**src/rtl/dcache_ld_arbiter_pkg.sv**
```systemverilog
// Shared types for the D$ load arbiter slice.
//   cfg_t     : core configuration (physical address width, data width)
//   lsu_op_e  : load operation encoding carried alongside each request
//   rr_pick   : round-robin selection of the first valid lane at/after a pointer
package dcache_ld_arbiter_pkg;

    typedef struct packed {
        int unsigned PLEN;
        int unsigned XLEN;
    } cfg_t;

    localparam cfg_t EmptyCfg = '{PLEN: 32'd32, XLEN: 32'd32};

    typedef enum logic [3:0] {
        LD_B  = 4'd0,
        LD_BU = 4'd1,
        LD_H  = 4'd2,
        LD_HU = 4'd3,
        LD_W  = 4'd4,
        LD_WU = 4'd5,
        LD_D  = 4'd6
    } lsu_op_e;

    // Upper bound on lane count supported by rr_pick.
    localparam int unsigned MaxLanes = 32;

    // Returns the first lane index with valid set, scanning ptr, ptr+1, ...
    // modulo n. Returns ptr when nothing is valid. Scanning offsets from the
    // far end down lets the closest valid lane win without an early exit.
    function automatic int unsigned rr_pick(input logic [MaxLanes-1:0] valid,
                                            input int unsigned         ptr,
                                            input int unsigned         n);
        int unsigned idx;
        int unsigned off;
        rr_pick = ptr;
        for (int unsigned k = 0; k < MaxLanes; k++) begin
            if (k < n) begin
                off = n - 1 - k;
                idx = (ptr + off) % n;
                if (valid[idx]) rr_pick = idx;
            end
        end
    endfunction

endpackage

```
**src/rtl/dcache_ld_arbiter_owner_fifo.sv**
```systemverilog
// Owner FIFO for outstanding D$ loads: records which lane issued each load
// so responses (returned in request order) can be routed back.
//   clk_i, rst_ni      : clock, async active-low reset
//   flush_kill_i       : mark every stored entry as killed this cycle
//   push_i/push_lane_i : enqueue an entry owned by push_lane_i
//   pop_i              : dequeue the head entry
//   head_lane_o        : owning lane of the head entry
//   head_killed_o      : head entry's response must be dropped
//   full_o, empty_o    : occupancy flags
module ld_owner_fifo #(
    parameter int unsigned DEPTH  = 2,
    parameter int unsigned LANE_W = 1
) (
    input  logic              clk_i,
    input  logic              rst_ni,
    input  logic              flush_kill_i,
    input  logic              push_i,
    input  logic [LANE_W-1:0] push_lane_i,
    input  logic              pop_i,
    output logic [LANE_W-1:0] head_lane_o,
    output logic              head_killed_o,
    output logic              full_o,
    output logic              empty_o
);

    localparam int unsigned PTR_W = (DEPTH > 1) ? $clog2(DEPTH) : 1;
    localparam int unsigned CNT_W = $clog2(DEPTH + 1);

    typedef struct packed {
        logic [LANE_W-1:0] lane;
        logic              killed;
    } ld_owner_t;

    ld_owner_t        mem_q [DEPTH];
    logic [PTR_W-1:0] wr_ptr_q;
    logic [PTR_W-1:0] rd_ptr_q;
    logic [CNT_W-1:0] count_q;

    function automatic logic [PTR_W-1:0] ptr_next(input logic [PTR_W-1:0] p);
        return (p == PTR_W'(DEPTH - 1)) ? '0 : p + PTR_W'(1);
    endfunction

    assign full_o        = (count_q == CNT_W'(DEPTH));
    assign empty_o       = (count_q == '0);
    assign head_lane_o   = mem_q[rd_ptr_q].lane;
    assign head_killed_o = mem_q[rd_ptr_q].killed;

    always_ff @(posedge clk_i or negedge rst_ni) begin
        if (!rst_ni) begin
            wr_ptr_q <= '0;
            rd_ptr_q <= '0;
            count_q  <= '0;
            for (int unsigned i = 0; i < DEPTH; i++) begin
                mem_q[i] <= '0;
            end
        end else begin
            if (flush_kill_i) begin
                for (int unsigned i = 0; i < DEPTH; i++) begin
                    mem_q[i].killed <= 1'b1;
                end
            end
            // A push coinciding with a kill is born killed.
            if (push_i) begin
                mem_q[wr_ptr_q] <= '{lane: push_lane_i, killed: flush_kill_i};
                wr_ptr_q        <= ptr_next(wr_ptr_q);
            end
            if (pop_i) begin
                rd_ptr_q <= ptr_next(rd_ptr_q);
            end
            if (push_i && !pop_i) begin
                count_q <= count_q + CNT_W'(1);
            end else if (pop_i && !push_i) begin
                count_q <= count_q - CNT_W'(1);
            end
        end
    end

`ifndef SYNTHESIS
    a_no_overflow:  assert property (@(posedge clk_i) disable iff (!rst_ni)
                                     !(push_i && full_o && !pop_i));
    a_no_underflow: assert property (@(posedge clk_i) disable iff (!rst_ni)
                                     !(pop_i && empty_o));
    a_count_range:  assert property (@(posedge clk_i) disable iff (!rst_ni)
                                     count_q <= CNT_W'(DEPTH));
`endif

endmodule

```
**src/rtl/dcache_ld_arbiter.sv**
```systemverilog
// Shares the single D$ load port among NUM_LANES LSU lanes.
// Round-robin grant on requests, in-order response routing via an owner
// FIFO, silent drain of responses orphaned by a pipeline flush. No added
// latency on either channel.
//   clk_i, rst_ni        : clock, async active-low reset
//   flush_i              : pipeline flush, kills all outstanding loads
//   lane_req_*           : per-lane load request channel (valid/ready/addr/op)
//   lane_rsp_*           : per-lane response channel (data/err broadcast)
//   dc_req_*             : D$ load request channel
//   dc_rsp_*             : D$ load response channel (in request order)
module dcache_ld_arbiter
    import dcache_ld_arbiter_pkg::*;
#(
    parameter cfg_t        Cfg             = EmptyCfg,
    parameter int unsigned NUM_LANES       = 2,
    parameter int unsigned MAX_OUTSTANDING = 2,
    parameter int unsigned LANE_W          = (NUM_LANES > 1) ? $clog2(NUM_LANES) : 1
) (
    input  logic                                 clk_i,
    input  logic                                 rst_ni,
    input  logic                                 flush_i,
    input  logic    [NUM_LANES-1:0]              lane_req_valid_i,
    output logic    [NUM_LANES-1:0]              lane_req_ready_o,
    input  logic    [NUM_LANES-1:0][Cfg.PLEN-1:0] lane_req_addr_i,
    input  lsu_op_e [NUM_LANES-1:0]              lane_req_op_i,
    output logic    [NUM_LANES-1:0]              lane_rsp_valid_o,
    input  logic    [NUM_LANES-1:0]              lane_rsp_ready_i,
    output logic    [NUM_LANES-1:0][Cfg.XLEN-1:0] lane_rsp_data_o,
    output logic    [NUM_LANES-1:0]              lane_rsp_err_o,
    output logic                                 dc_req_valid_o,
    input  logic                                 dc_req_ready_i,
    output logic    [Cfg.PLEN-1:0]               dc_req_addr_o,
    output lsu_op_e                              dc_req_op_o,
    input  logic                                 dc_rsp_valid_i,
    output logic                                 dc_rsp_ready_o,
    input  logic    [Cfg.XLEN-1:0]               dc_rsp_data_i,
    input  logic                                 dc_rsp_err_i
);

    logic [LANE_W-1:0] rr_ptr_q;
    logic [LANE_W-1:0] pick;
    logic              can_issue;
    logic              req_hs;
    logic              rsp_pop;
    logic [LANE_W-1:0] head_lane;
    logic              head_killed;
    logic              fifo_full;
    logic              fifo_empty;

    // Issue only depends on flush and FIFO occupancy, never on this cycle's
    // response pop, so there is no combinational rsp->req path.
    assign can_issue      = !flush_i && !fifo_full;
    assign pick           = LANE_W'(rr_pick(MaxLanes'(lane_req_valid_i),
                                            32'(rr_ptr_q), NUM_LANES));
    assign dc_req_valid_o = can_issue && (|lane_req_valid_i);
    assign dc_req_addr_o  = lane_req_addr_i[pick];
    assign dc_req_op_o    = lane_req_op_i[pick];
    assign req_hs         = dc_req_valid_o && dc_req_ready_i;

    always_comb begin
        lane_req_ready_o = '0;
        if (req_hs) lane_req_ready_o[pick] = 1'b1;
    end

    always_ff @(posedge clk_i or negedge rst_ni) begin
        if (!rst_ni) begin
            rr_ptr_q <= '0;
        end else if (req_hs) begin
            rr_ptr_q <= (pick == LANE_W'(NUM_LANES - 1)) ? '0 : pick + LANE_W'(1);
        end
    end

    // During a flush the head is treated as killed as well, so a response
    // landing in the flush cycle is consumed and dropped like any other
    // orphan instead of stalling behind a lane that no longer wants it.
    always_comb begin
        lane_rsp_valid_o = '0;
        dc_rsp_ready_o   = 1'b0;
        if (!fifo_empty) begin
            if (head_killed || flush_i) begin
                dc_rsp_ready_o = 1'b1;
            end else begin
                dc_rsp_ready_o              = lane_rsp_ready_i[head_lane];
                lane_rsp_valid_o[head_lane] = dc_rsp_valid_i;
            end
        end
    end

    assign rsp_pop = dc_rsp_valid_i && dc_rsp_ready_o;

    always_comb begin
        for (int unsigned i = 0; i < NUM_LANES; i++) begin
            lane_rsp_data_o[i] = dc_rsp_data_i;
            lane_rsp_err_o[i]  = dc_rsp_err_i;
        end
    end

    ld_owner_fifo #(
        .DEPTH  (MAX_OUTSTANDING),
        .LANE_W (LANE_W)
    ) u_owner_fifo (
        .clk_i         (clk_i),
        .rst_ni        (rst_ni),
        .flush_kill_i  (flush_i),
        .push_i        (req_hs),
        .push_lane_i   (pick),
        .pop_i         (rsp_pop),
        .head_lane_o   (head_lane),
        .head_killed_o (head_killed),
        .full_o        (fifo_full),
        .empty_o       (fifo_empty)
    );

`ifndef SYNTHESIS
    a_rsp_without_owner: assert property (@(posedge clk_i) disable iff (!rst_ni)
                                          dc_rsp_valid_i |-> !fifo_empty);
`endif

endmodule

```
**config.mk**
```make
export PLATFORM = sky130hd
export DESIGN_NAME = dcache_ld_arbiter
export DESIGN_NICKNAME = d
export VERILOG_FILES = /design/src/rtl/dcache_ld_arbiter_pkg.sv /design/src/rtl/dcache_ld_arbiter_owner_fifo.sv /design/src/rtl/dcache_ld_arbiter.sv
export SDC_FILE = /design/constraint.sdc
export NUM_CORES = 1
export LEC_CHECK = 0
export ABC_AREA = 1
export CORE_MARGIN = 5
export CORE_UTILIZATION = 25
export DETAILED_ROUTE_END_ITERATION = 10
export PLACE_DENSITY = 0.87
export SLEW_MARGIN = 20
export SYNTH_ARGS = -nofsm -noshare
export SYNTH_HDL_FRONTEND = slang
export SYNTH_SLANG_ARGS = --single-unit
```
**constraint.sdc**
```tcl
create_clock -name clk_i -period 2.6 [get_ports clk_i]
set_input_delay 0.52 -clock clk_i [delete_from_list [all_inputs] [get_ports clk_i]]
set_output_delay 0.52 -clock clk_i [all_outputs]
set_load 0.05 [all_outputs]
```
==> reports/metrics.cfg, run 1 <==
[global_routing]
grt_max_degree = 39
grt_pass1_vias = 1577
grtUsageMet3_pct = 5.48
grtUsageTotal_pct = 11.0
grt_busiest_layer = met2
overflow = 0
grt_pass1_wl_um = 6820
antenna_found_initial = 0
grt_use_met2_pct = 19.2
use_met1_pct = 11.6

[cts]
cts-root-buf = clkbuf_8
cts_buffer_depth = 2
htree_levels = 1
cts_tree = built
ctsResizeCount = 0
path_clk_slew_ns = 0.04
cts_hold_buffers = 0

[setup_path]
cp_num_buf_inv = 3
crit_type = in2out
critical_path_depth = 7
slowest_delay_ns = 0.50
reg2regPathDepth = 9
crit_required_ns = 2.08
worstPathCellList = clkdlybuf4s50_1 -> nand2_1 -> a21oi_4 -> buf_12 -> nand2_1 -> nand2_1 -> buf_4
end_kind = output port
critPathLaunch = lane_req_valid_i[1]
crit_top_cell = nand2_1
crit_family = buffers and inverters
worstPathMaxFanout = 38
r2r_setup_slack_ns = 0.89
critPathCapture = dc_req_addr_o[26]
r2r-start = u_owner_fifo.rd_ptr_q$_DFFE_PN0P_
arrival_ns = 1.91
startpoint_type = input port
r2r_end = u_owner_fifo.count_q[1]$_DFFE_PN0P_
crit_slowest_cell = clkdlybuf4s50_1

[job]
max-cap-violations = 0
warnings = 27

[power]
clkPwrFrac_pct = 8.1
irDropWorstVdd_mv = 0.440
switching_share_pct = 56.3
pg_seq_uw = 255
p_comb_mw = 1.53
p_per_area_mw_per_mm2 = 854
p_leak_nw = 1.18
power.switching_mw = 1.10
comb_power_share_pct = 78.8
finalPower_mw = 1.95
seqPwrFrac_pct = 13.1
p_int_uw = 850
top_power_group = combinational logic

[placement]
placedInstanceArea_sq_mm = 0.00223
routabilityCongestion = 0.758
place_ws_ns = 0.174
dp_hpwl_um = 3770
dp.cells = 374
io_buffers = 122

[logic_synthesis]
synth_top_area_share_pct = 35.8
ys.flops = 9
yosysMostFrequentCell = nand2_1
yosys-top-cells-count = 129 x nand2_1, 69 x buf_4, 10 x inv_1, 9 x dfrtp_1
ys_cells = 250
topCellsByArea = buf_4 36%, nand2_1 33%, dfrtp_1 16%
synthFlopType = dfrtp_1
yosysSeqAreaShare_pct = 15.6
async_flop_share_pct = 100
ys_chip_area_sq_mm = 0.00145
ys_types = 18
yosys_warnings = 0
synthesis.area_sq_mm = 0.00145
edf_count = 0
avgSynthCellArea_sq_um = 5.79
syn_inst = 250
largest_area_cell = buf_4
fp_nets = 365

[detailed_routing]
ant_nets = 0
m1WireLength_um = 1560
num_vias = 1584
wire_per_inst_um = 11.5
routed_wl_um = 4330
avgViaCountPerCell = 4.19
wl_met2_um = 2100
top_layer = met4
drtIter0Drc = 65
drt-pass1-iter-count = 4
drc = 0
wl_met3_um = 629

[cells_and_area]
fin_area_sq_mm = 0.00228
area.sequential_sq_um = 225
mostFrequentLayoutCell = nand2_1
final_cells = 378
final_cell_mix = 129 x nand2_1, 80 x clkdlybuf4s50_1, 39 x buf_4
drive_gt1_share_pct = 17.0
antennaDiodeCount = 0
final_util_pct = 40.9
largest_reg_flops = 4
regMostFlops = u_owner_fifo.mem_q
final_nets = 422
syn2layout_area_growth_pct = 57.3
fill_cells = 581
top_regs = u_owner_fifo.mem_q (4), u_owner_fifo.count_q (2)
comb_area_sq_um = 642

[sta]
period_used_pct = 93.3
rsz0062_at_grt = no
slew_headroom_pct = 72.1
hold_viol_final = 0
setup_slack_ns = 0.174
setup_violations = 0
drv_slew = 0
worst_pin_slew_ns = 0.417
hold_ws_ns = 0.477
fin_crit_ns = 2.43
final.setup.tns_ns = 0
fmax_mhz = 412
skew_ns = 0.00171

[hold_path]
worstHoldStart = u_owner_fifo.mem_q[0]$_DFF_PN0_
worstHoldPathCells = 2
hold_end = u_owner_fifo.mem_q[0]$_DFF_PN0_
min_path_type = reg2reg

[floorplan]
fp_util_pct = 26.0
core_sq_mm = 0.00557
ios = 222
chipArea_sq_mm = 0.00741
rows = 27
die_x_um = 86.1
die_y_um = 86.1

[run_status]
status = finished, final reports clean

[run 1: area by class of cell]
type | count | area share (%)
well taps | 72 | 3.96
repair buffers | 126 | 54.2
clock buffers | 4 | 1.98
flip-flops and latches | 9 | 9.89
inverters | 11 | 1.81
multi-input cells | 156 | 28.2
[run 1: logic make-up (layout without fill, tap and decap cells)]
| family | count (synthesis) | in the layout | synth area share (%) |
|---|---|---|---|
| XOR/XNOR | 2 | 2 | 1.21 |
| flip-flops | 9 | 9 | 15.6 |
| AND-OR/OR-AND | 11 | 11 | 4.24 |
| adder cells (fa/ha/maj) | 1 | 1 | 0.864 |
| buffers and inverters | 85 | 141 | 40.6 |
| AND/OR/NAND/NOR | 142 | 142 | 37.5 |
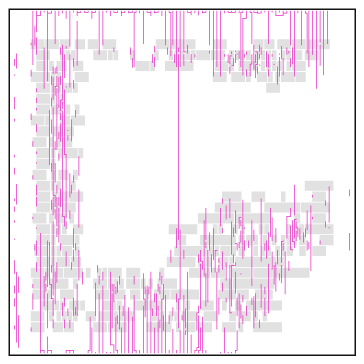
(run_1/m2.png)
Drawn at 4 px/um.
nets with wire on the layer: 326
share of all routed wire: 48%
wire length on this layer: 2100 um
longest straight run: 46.2 um

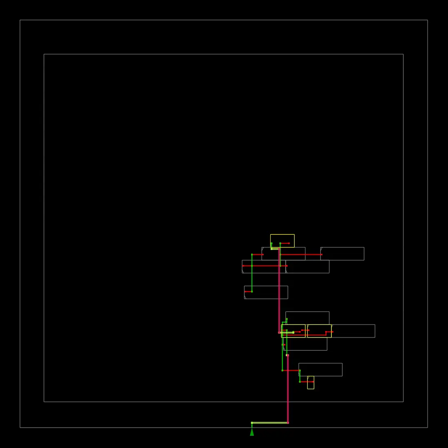
(run_1/clock_nets.png)
clk pwr: 157 uW
CTS Buf Count: 3
Sinks on Clock Net: 9
FF+latch count: 9
worst skew pair latency: 0.23 ns

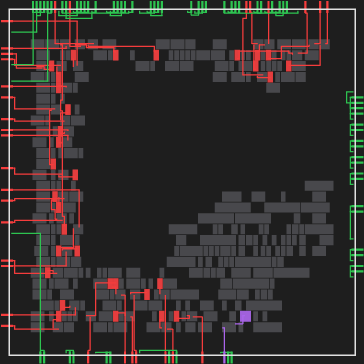
(run_1/port_trees.png)
Drawn at 4 px/um.
legend:
  green:
    port: lane_rsp_data_o
    direction: output
    end_cells: 0
    wire: 288 um
  red:
    port: dc_req_addr_o
    direction: output
    end_cells: 32
    wire: 682 um
  purple:
    port: dc_rsp_valid_i
    direction: input
    end_cells: 1
    wire: 11.1 um

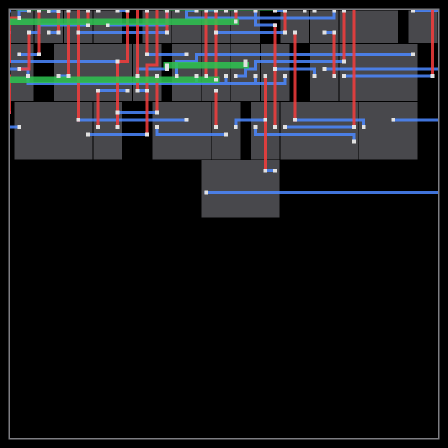
(run_1/closeup.png)
Region (55, 55) to (75, 75) um. Cells in gray, sequential cells in the stronger gray; small squares are vias.
legend:
  blue:
    layer: M1
  red:
    layer: M2
  green:
    layer: M3
sequential cells in the window: 0
most frequent: nand2_1 (20), clkdlybuf4s50_1 (5), buf_4 (3)
cells with their middle in the window: 28

==> run_1/layers.png <==
Drawn at 6 px/um. Only two layers are drawn.
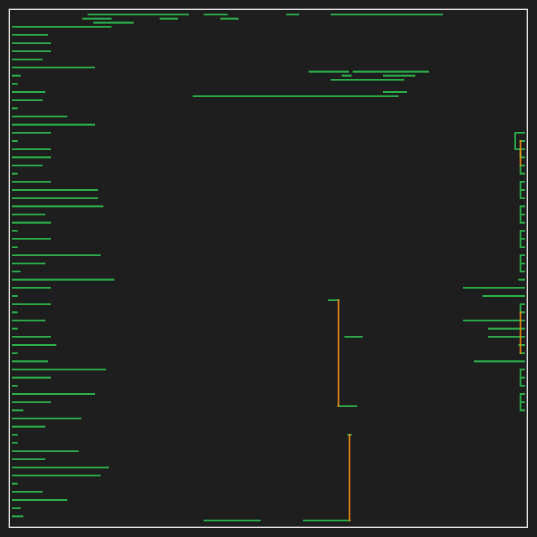

## Run 2: what changed since run 1
Settings changed: CAP_MARGIN set to 0, CORE_ASPECT_RATIO set to 2.
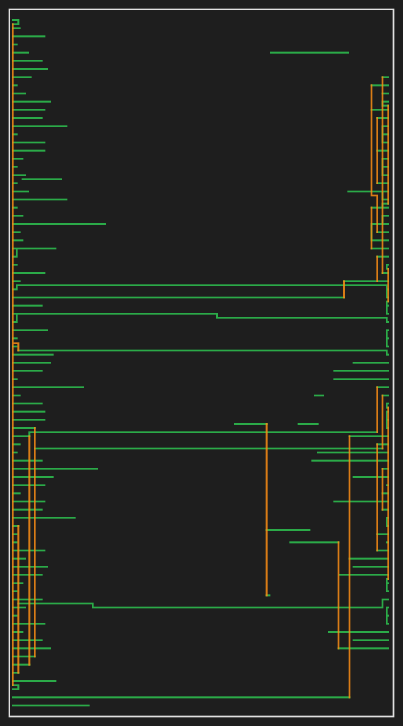
(run_2/layers.png)
Drawn at 6 px/um. Only two layers are drawn.
legend:
  orange:
    layer: M4
    wire_length: 476 um
  green:
    layer: M3
    wire_length: 1060 um

==> reports/metrics.cfg, run 2 <==
[power]
seqPwrFrac_pct = 12.5  ; was 13.1%
p_per_area_mw_per_mm2 = 897  ; was 854 mW/mm^2
p_int_uw = 946  ; was 850 uW
comb_power_share_pct = 74.4  ; was 78.8%
switching_share_pct = 54.1  ; was 56.3%
pg_seq_uw = 258  ; was 255 uW
clkPwrFrac_pct = 13.1  ; was 8.1%
p_leak_nw = 1.20  ; was 1.18 nW
top_power_group = combinational logic  ; unchanged
power.switching_mw = 1.11  ; was 1.10 mW
irDropWorstVdd_mv = 0.689  ; was 0.440 mV
p_comb_mw = 1.53  ; about the same

[logic_synthesis]
topCellsByArea = buf_4 36%, nand2_1 33%, dfrtp_1 16%  ; unchanged
ys_chip_area_sq_mm = 0.00145  ; unchanged
synthXorXnorAreaFrac_pct = 1.21  ; unchanged
yosysMostFrequentCell = nand2_1  ; unchanged
syn_inst = 250  ; unchanged
yosys-top-cells-count = 129 x nand2_1, 69 x buf_4, 10 x inv_1, 9 x dfrtp_1  ; unchanged
synthesis.area_sq_mm = 0.00145  ; unchanged
synth.cellmix.adderShare_pct = 0.864  ; unchanged
muxShareOfSynthArea_pct = 0  ; unchanged
fp_nets = 365  ; unchanged
ys_cells = 250  ; unchanged
topCombFamilyByArea = buffers and inverters  ; unchanged
yosysSeqAreaShare_pct = 15.6  ; unchanged
largest_area_cell = buf_4  ; unchanged
async_flop_share_pct = 100  ; unchanged
edf_count = 0  ; unchanged
avgSynthCellArea_sq_um = 5.79  ; unchanged
synth_compound_gate_area_share_pct = 4.24  ; unchanged
yosys_warnings = 0  ; unchanged

[cells_and_area]
regMostFlops = u_owner_fifo.mem_q  ; unchanged
drive_gt1_share_pct = 17.3  ; was 17.0%
fin_area_sq_mm = 0.00230  ; was 0.00228 sq mm
final_nets = 422  ; unchanged
final_cell_mix = 129 x nand2_1, 80 x clkdlybuf4s50_1, 39 x buf_4  ; unchanged
mostFrequentLayoutCell = nand2_1  ; unchanged
largest_reg_flops = 4  ; unchanged
syn2layout_area_growth_pct = 58.8  ; was 57.3%
final_cells = 367  ; was 378
top_regs = u_owner_fifo.mem_q (4), u_owner_fifo.count_q (2)  ; unchanged
antennaDiodeCount = 0  ; unchanged

[placement]
place_ws_ns = 0.194  ; was 0.174 ns
routabilityCongestion = 0.762  ; was 0.758
placedInstanceArea_sq_mm = 0.00222  ; was 0.00223 sq mm
dp.cells = 363  ; was 374

[floorplan]
ios = 222  ; unchanged
die_y_um = 118  ; was 86.1 um
die_x_um = 63.8  ; was 86.1 um
fp_util_pct = 25.6  ; was 26.0%
core_sq_mm = 0.00566  ; was 0.00557 sq mm
rows = 39  ; was 27

[detailed_routing]
drtIter0Drc = 45  ; was 65
wl_met3_um = 1060  ; was 629 um
drc = 0  ; unchanged
top_layer = met4  ; unchanged
num_vias = 1622  ; was 1584
ant_nets = 0  ; unchanged
wl_met2_um = 2770  ; was 2100 um
drt-pass1-iter-count = 4  ; unchanged
wire_per_inst_um = 15.4  ; was 11.5 um
routed_wl_um = 5670  ; was 4330 um
m1WireLength_um = 1370  ; was 1560 um

[global_routing]
grt_pass1_vias = 1639  ; was 1577
grt_use_met2_pct = 24.1  ; was 19.2%
grt_max_degree = 39  ; unchanged
grtUsageMet3_pct = 9.65  ; was 5.48%

[hold_path]
min_path_type = reg2reg  ; unchanged
worstHoldPathCells = 2  ; unchanged
worstHoldStart = u_owner_fifo.mem_q[2]$_DFF_PN0_  ; was u_owner_fifo.mem_q[0]$_DFF_PN0_

[setup_path]
critPathCapture = dc_req_addr_o[16]  ; was dc_req_addr_o[26]
crit_required_ns = 2.08  ; about the same
r2r_end = u_owner_fifo.count_q[1]$_DFFE_PN0P_  ; unchanged
reg2regPathDepth = 9  ; unchanged
crit_type = in2out  ; unchanged
critPathLaunch = lane_req_valid_i[1]  ; unchanged
crit_slowest_cell = clkdlybuf4s50_1  ; unchanged
r2r-start = u_owner_fifo.rd_ptr_q$_DFFE_PN0P_  ; unchanged
end_kind = output port  ; unchanged
critical_path_depth = 7  ; unchanged
cp_num_buf_inv = 3  ; unchanged
startpoint_type = input port  ; unchanged
crit_family = buffers and inverters  ; unchanged

[job]
max-cap-violations = 0  ; unchanged

[run_status]
status = finished, final reports clean  ; unchanged

[cts]
clock_sinks = 9  ; unchanged
cts-root-buf = clkbuf_16  ; was clkbuf_8
path_clk_slew_ns = 0.04  ; about the same
cts_hold_buffers = 0  ; unchanged
ctsResizeCount = 0  ; unchanged
cts_tree = built  ; unchanged
numCtsBuffers = 3  ; unchanged
cts_buffer_depth = 2  ; unchanged

[sta]
period_used_pct = 92.0  ; was 93.3%
fmax_mhz = 418  ; was 412 MHz
worst_pin_slew_ns = 0.415  ; was 0.417 ns
slew_headroom_pct = 72.2  ; was 72.1%

[run 2: cell counts after synthesis]
Identical to the previous run, type by type.
[run 2: final cells by class]
cell class / instances / area (sq um)
Fill cell: 567 / 3360
Tap cell: 61 / 76.3
Multi-Input combinational cell: 156 / 642
Inverter: 11 / 41.3
Clock buffer: 3 / 75.1
Timing Repair Buffer: 126 / 1230
Clock inverter: 1 / 5.00
Sequential cell: 9 / 225
[run 2: through the flow]
step           utilization (%)  hold slack (ns)  TNS, ns  total power [mW]
2_1_floorplan                -            0.224  -0.0621              1.51
3_3_place_gp              39.2            0.462        0              1.78
3_5_place_dp              39.2            0.463        0              1.80
4_1_cts                   40.6            0.473        0              2.08
5_1_grt                   40.6            0.504        0              2.19
6_report                  40.6            0.475        0              2.06
==> run_2/m2.png <==
Drawn at 4 px/um.
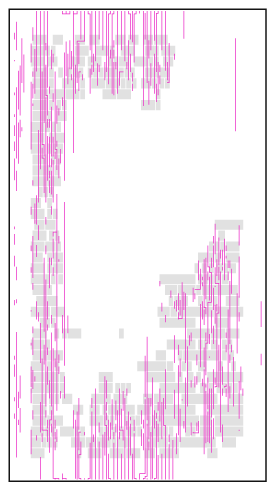

## Run 3: what changed since run 2
Settings changed: CELL_PAD_IN_SITES_DETAIL_PLACEMENT set to 1, CELL_PAD_IN_SITES_GLOBAL_PLACEMENT set to 1, CORE_UTILIZATION 25 to 14, PLACE_DENSITY 0.87 to unset, PLACE_DENSITY_LB_ADDON set to 0.1.
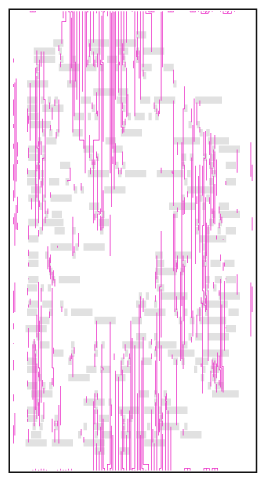
(run_3/m2.png)
Drawn at 3 px/um.
wire length on this layer: 4240 um
main direction: vertical
longest straight run: 64.6 um
share of all routed wire: 64%
Global Route met2 Usage: 22.8%
via count: 1624
final wirelength: 6650 um

==> reports/metrics.cfg, run 3 <==
[run_status]
status = finished, final reports clean  ; unchanged

[sta]
rsz0062_at_grt = no  ; unchanged
period_used_pct = 94.3  ; was 92.0%
setup_slack_ns = 0.148  ; was 0.207 ns
hold_viol_final = 0  ; unchanged
fmax_mhz = 408  ; was 418 MHz
skew_ns = 0.000239  ; was 0.00179 ns
setup_violations = 0  ; unchanged
fin_crit_ns = 2.45  ; was 2.39 ns
drv_slew = 0  ; unchanged
worst_pin_slew_ns = 0.477  ; was 0.415 ns
slew_headroom_pct = 68.1  ; was 72.2%
hold_ws_ns = 0.490  ; was 0.475 ns
final.setup.tns_ns = 0  ; unchanged

[cells_and_area]
top_regs = u_owner_fifo.mem_q (4), u_owner_fifo.count_q (2)  ; unchanged
inverters = 11  ; unchanged
clock_buffer_count = 4  ; was 3
clockNetworkAreaShare_pct = 2.77  ; was 3.48%
fill_cells = 1260  ; was 567
final_cell_mix = 129 x nand2_1, 80 x clkdlybuf4s50_1, 43 x buf_12  ; was 129 x nand2_1, 80 x clkdlybuf4s50_1, 39 x buf_4
antennaDiodeCount = 0  ; unchanged
largest_class = buffers  ; unchanged
fin_area_sq_mm = 0.00285  ; was 0.00230 sq mm
layout.comb_gates.multi_input = 156  ; unchanged
drive_gt1_share_pct = 17.3  ; about the same
seq_cells = 9  ; unchanged
area.sequential_sq_um = 225  ; unchanged
n_all_buffers = 127  ; was 126
final_nets = 423  ; was 422
seq_share_pct = 7.91  ; was 9.80%
final_util_pct = 28.1  ; was 40.6%
mostFrequentLayoutCell = nand2_1  ; unchanged
largest_reg_flops = 4  ; unchanged
comb_area_sq_um = 642  ; unchanged
final_cells = 442  ; was 367
regMostFlops = u_owner_fifo.mem_q  ; unchanged
comb_area_share_pct = 22.5  ; was 27.9%
buf_share_pct = 59.4  ; was 53.7%
syn2layout_area_growth_pct = 96.7  ; was 58.8%

[global_routing]
grt_max_degree = 22  ; was 39
grt_pass1_vias = 1783  ; was 1639
antenna_found_initial = 0  ; unchanged
grtUsageMet3_pct = 1.52  ; was 9.65%
use_met1_pct = 7.88  ; was 9.77%
grtUsageTotal_pct = 10.4  ; was 14.1%
grt_pass1_wl_um = 9520  ; was 8240 um
overflow = 0  ; unchanged
grt_busiest_layer = met2  ; unchanged

[floorplan]
fp_util_pct = 14.3  ; was 25.6%
core_sq_mm = 0.0101  ; was 0.00566 sq mm
die_x_um = 81.9  ; was 63.8 um
ios = 222  ; unchanged
rows = 52  ; was 39
nWellTaps = 135  ; was 61
die_y_um = 154  ; was 118 um
chipArea_sq_mm = 0.0126  ; was 0.00750 sq mm

[setup_path]
reg2regPathDepth = 9  ; unchanged
arrival_ns = 1.93  ; was 1.87 ns
worstPathCellList = clkdlybuf4s50_1 -> nand2_1 -> a21oi_4 -> inv_2 -> buf_4 -> nor2_1 -> buf_12  ; was clkdlybuf4s50_1 -> nand2_1 -> a21oi_4 -> buf_12 -> nand2_1 -> nand2_1 -> buf_4
r2r-start = u_owner_fifo.rd_ptr_q$_DFFE_PN0P_  ; unchanged
worstPathMaxFanout = 18  ; was 38
end_kind = output port  ; unchanged
r2r_end = u_owner_fifo.count_q[1]$_DFFE_PN0P_  ; unchanged
r2r_setup_slack_ns = 0.78  ; was 0.87 ns
crit_slowest_cell = clkdlybuf4s50_1  ; unchanged
crit_type = in2out  ; unchanged
crit_required_ns = 2.08  ; about the same
startpoint_type = input port  ; unchanged
critPathLaunch = lane_req_valid_i[1]  ; unchanged
critPathCapture = lane_req_ready_o[1]  ; was dc_req_addr_o[16]
slowest_delay_ns = 0.50  ; was 0.49 ns

[cts]
cts_hold_buffers = 0  ; unchanged
cts-root-buf = clkbuf_16  ; unchanged
path_clk_slew_ns = 0.04  ; about the same
worstSkewPairLatency_ns = 0.24  ; was 0.23 ns
cts_tree = built  ; unchanged
ctsResizeCount = 0  ; unchanged
cts_buffer_depth = 2  ; unchanged
clock_sinks = 9  ; unchanged
numCtsBuffers = 3  ; unchanged
post_cts_buffers = 0  ; unchanged
htree_levels = 1  ; unchanged

[detailed_routing]
drtIter0Drc = 18  ; was 45
ant_nets = 0  ; unchanged
drt-pass1-iter-count = 4  ; unchanged
wire_per_inst_um = 15.0  ; was 15.4 um
avgViaCountPerCell = 3.67  ; was 4.42
top_layer = met4  ; unchanged
wl_met2_um = 4240  ; was 2770 um
m1WireLength_um = 1750  ; was 1370 um
wl_met3_um = 430  ; was 1060 um
drc = 0  ; unchanged

[logic_synthesis]
ys_chip_area_sq_mm = 0.00145  ; unchanged
ys_cells = 250  ; unchanged
largest_area_cell = buf_4  ; unchanged
yosysMostFrequentCell = nand2_1  ; unchanged
fp_nets = 365  ; unchanged
ys.flops = 9  ; unchanged
avgSynthCellArea_sq_um = 5.79  ; unchanged
yosys_warnings = 0  ; unchanged
async_flop_share_pct = 100  ; unchanged
synthesis.area_sq_mm = 0.00145  ; unchanged
yosysSeqAreaShare_pct = 15.6  ; unchanged
yosys-top-cells-count = 129 x nand2_1, 69 x buf_4, 10 x inv_1, 9 x dfrtp_1  ; unchanged
edf_count = 0  ; unchanged
synthFlopType = dfrtp_1  ; unchanged
syn_inst = 250  ; unchanged
ys_types = 18  ; unchanged
topCellsByArea = buf_4 36%, nand2_1 33%, dfrtp_1 16%  ; unchanged
synth_top_area_share_pct = 35.8  ; unchanged

[job]
warnings = 27  ; unchanged
max-cap-violations = 0  ; unchanged

[placement]
place_ws_ns = 0.111  ; was 0.194 ns
routabilityCongestion = 0.704  ; was 0.762
io_buffers = 122  ; unchanged
placedInstanceArea_sq_mm = 0.00277  ; was 0.00222 sq mm
dp.cells = 438  ; was 363
dp_hpwl_um = 5910  ; was 5030 um

[power]
p_leak_nw = 1.35  ; was 1.20 nW
p_per_area_mw_per_mm2 = 893  ; was 897 mW/mm^2
irDropWorstVdd_mv = 0.347  ; was 0.689 mV
finalPower_mw = 2.54  ; was 2.06 mW

[hold_path]
worstHoldPathCells = 2  ; unchanged
worstHoldStart = u_owner_fifo.mem_q[2]$_DFF_PN0_  ; unchanged
hold_end = u_owner_fifo.mem_q[2]$_DFF_PN0_  ; unchanged
min_path_type = reg2reg  ; unchanged

-- run 3: cell counts after synthesis --
Identical to the previous run, type by type.
-- run 3: report_power, final --
part / internal, mW / total (mW) / switching (mW)
registers: 0.199 / 0.263 / 0.0642
logic: 0.894 / 2.00 / 1.11
clock network: 0.206 / 0.280 / 0.0746
-- run 3: cells by family (layout without fill, tap and decap cells) --
family                   count (synthesis)  after routing  share of synthesized area [%]
AND-OR/OR-AND                           11             11                           4.24
XOR/XNOR                                 2              2                           1.21
adder cells (fa/ha/maj)                  1              1                          0.864
buffers and inverters                   85            142                           40.6
flip-flops                               9              9                           15.6
AND/OR/NAND/NOR                        142            142                           37.5
-- run 3: worst max-delay path: cells and delay by family --
family | cells | cell delay [ns]
simple gates | 2 | 0.31
compound gates | 1 | 0.16
buf+inv | 4 | 0.94
Power figures rest on the tool's default switching activity, not on a simulated workload.
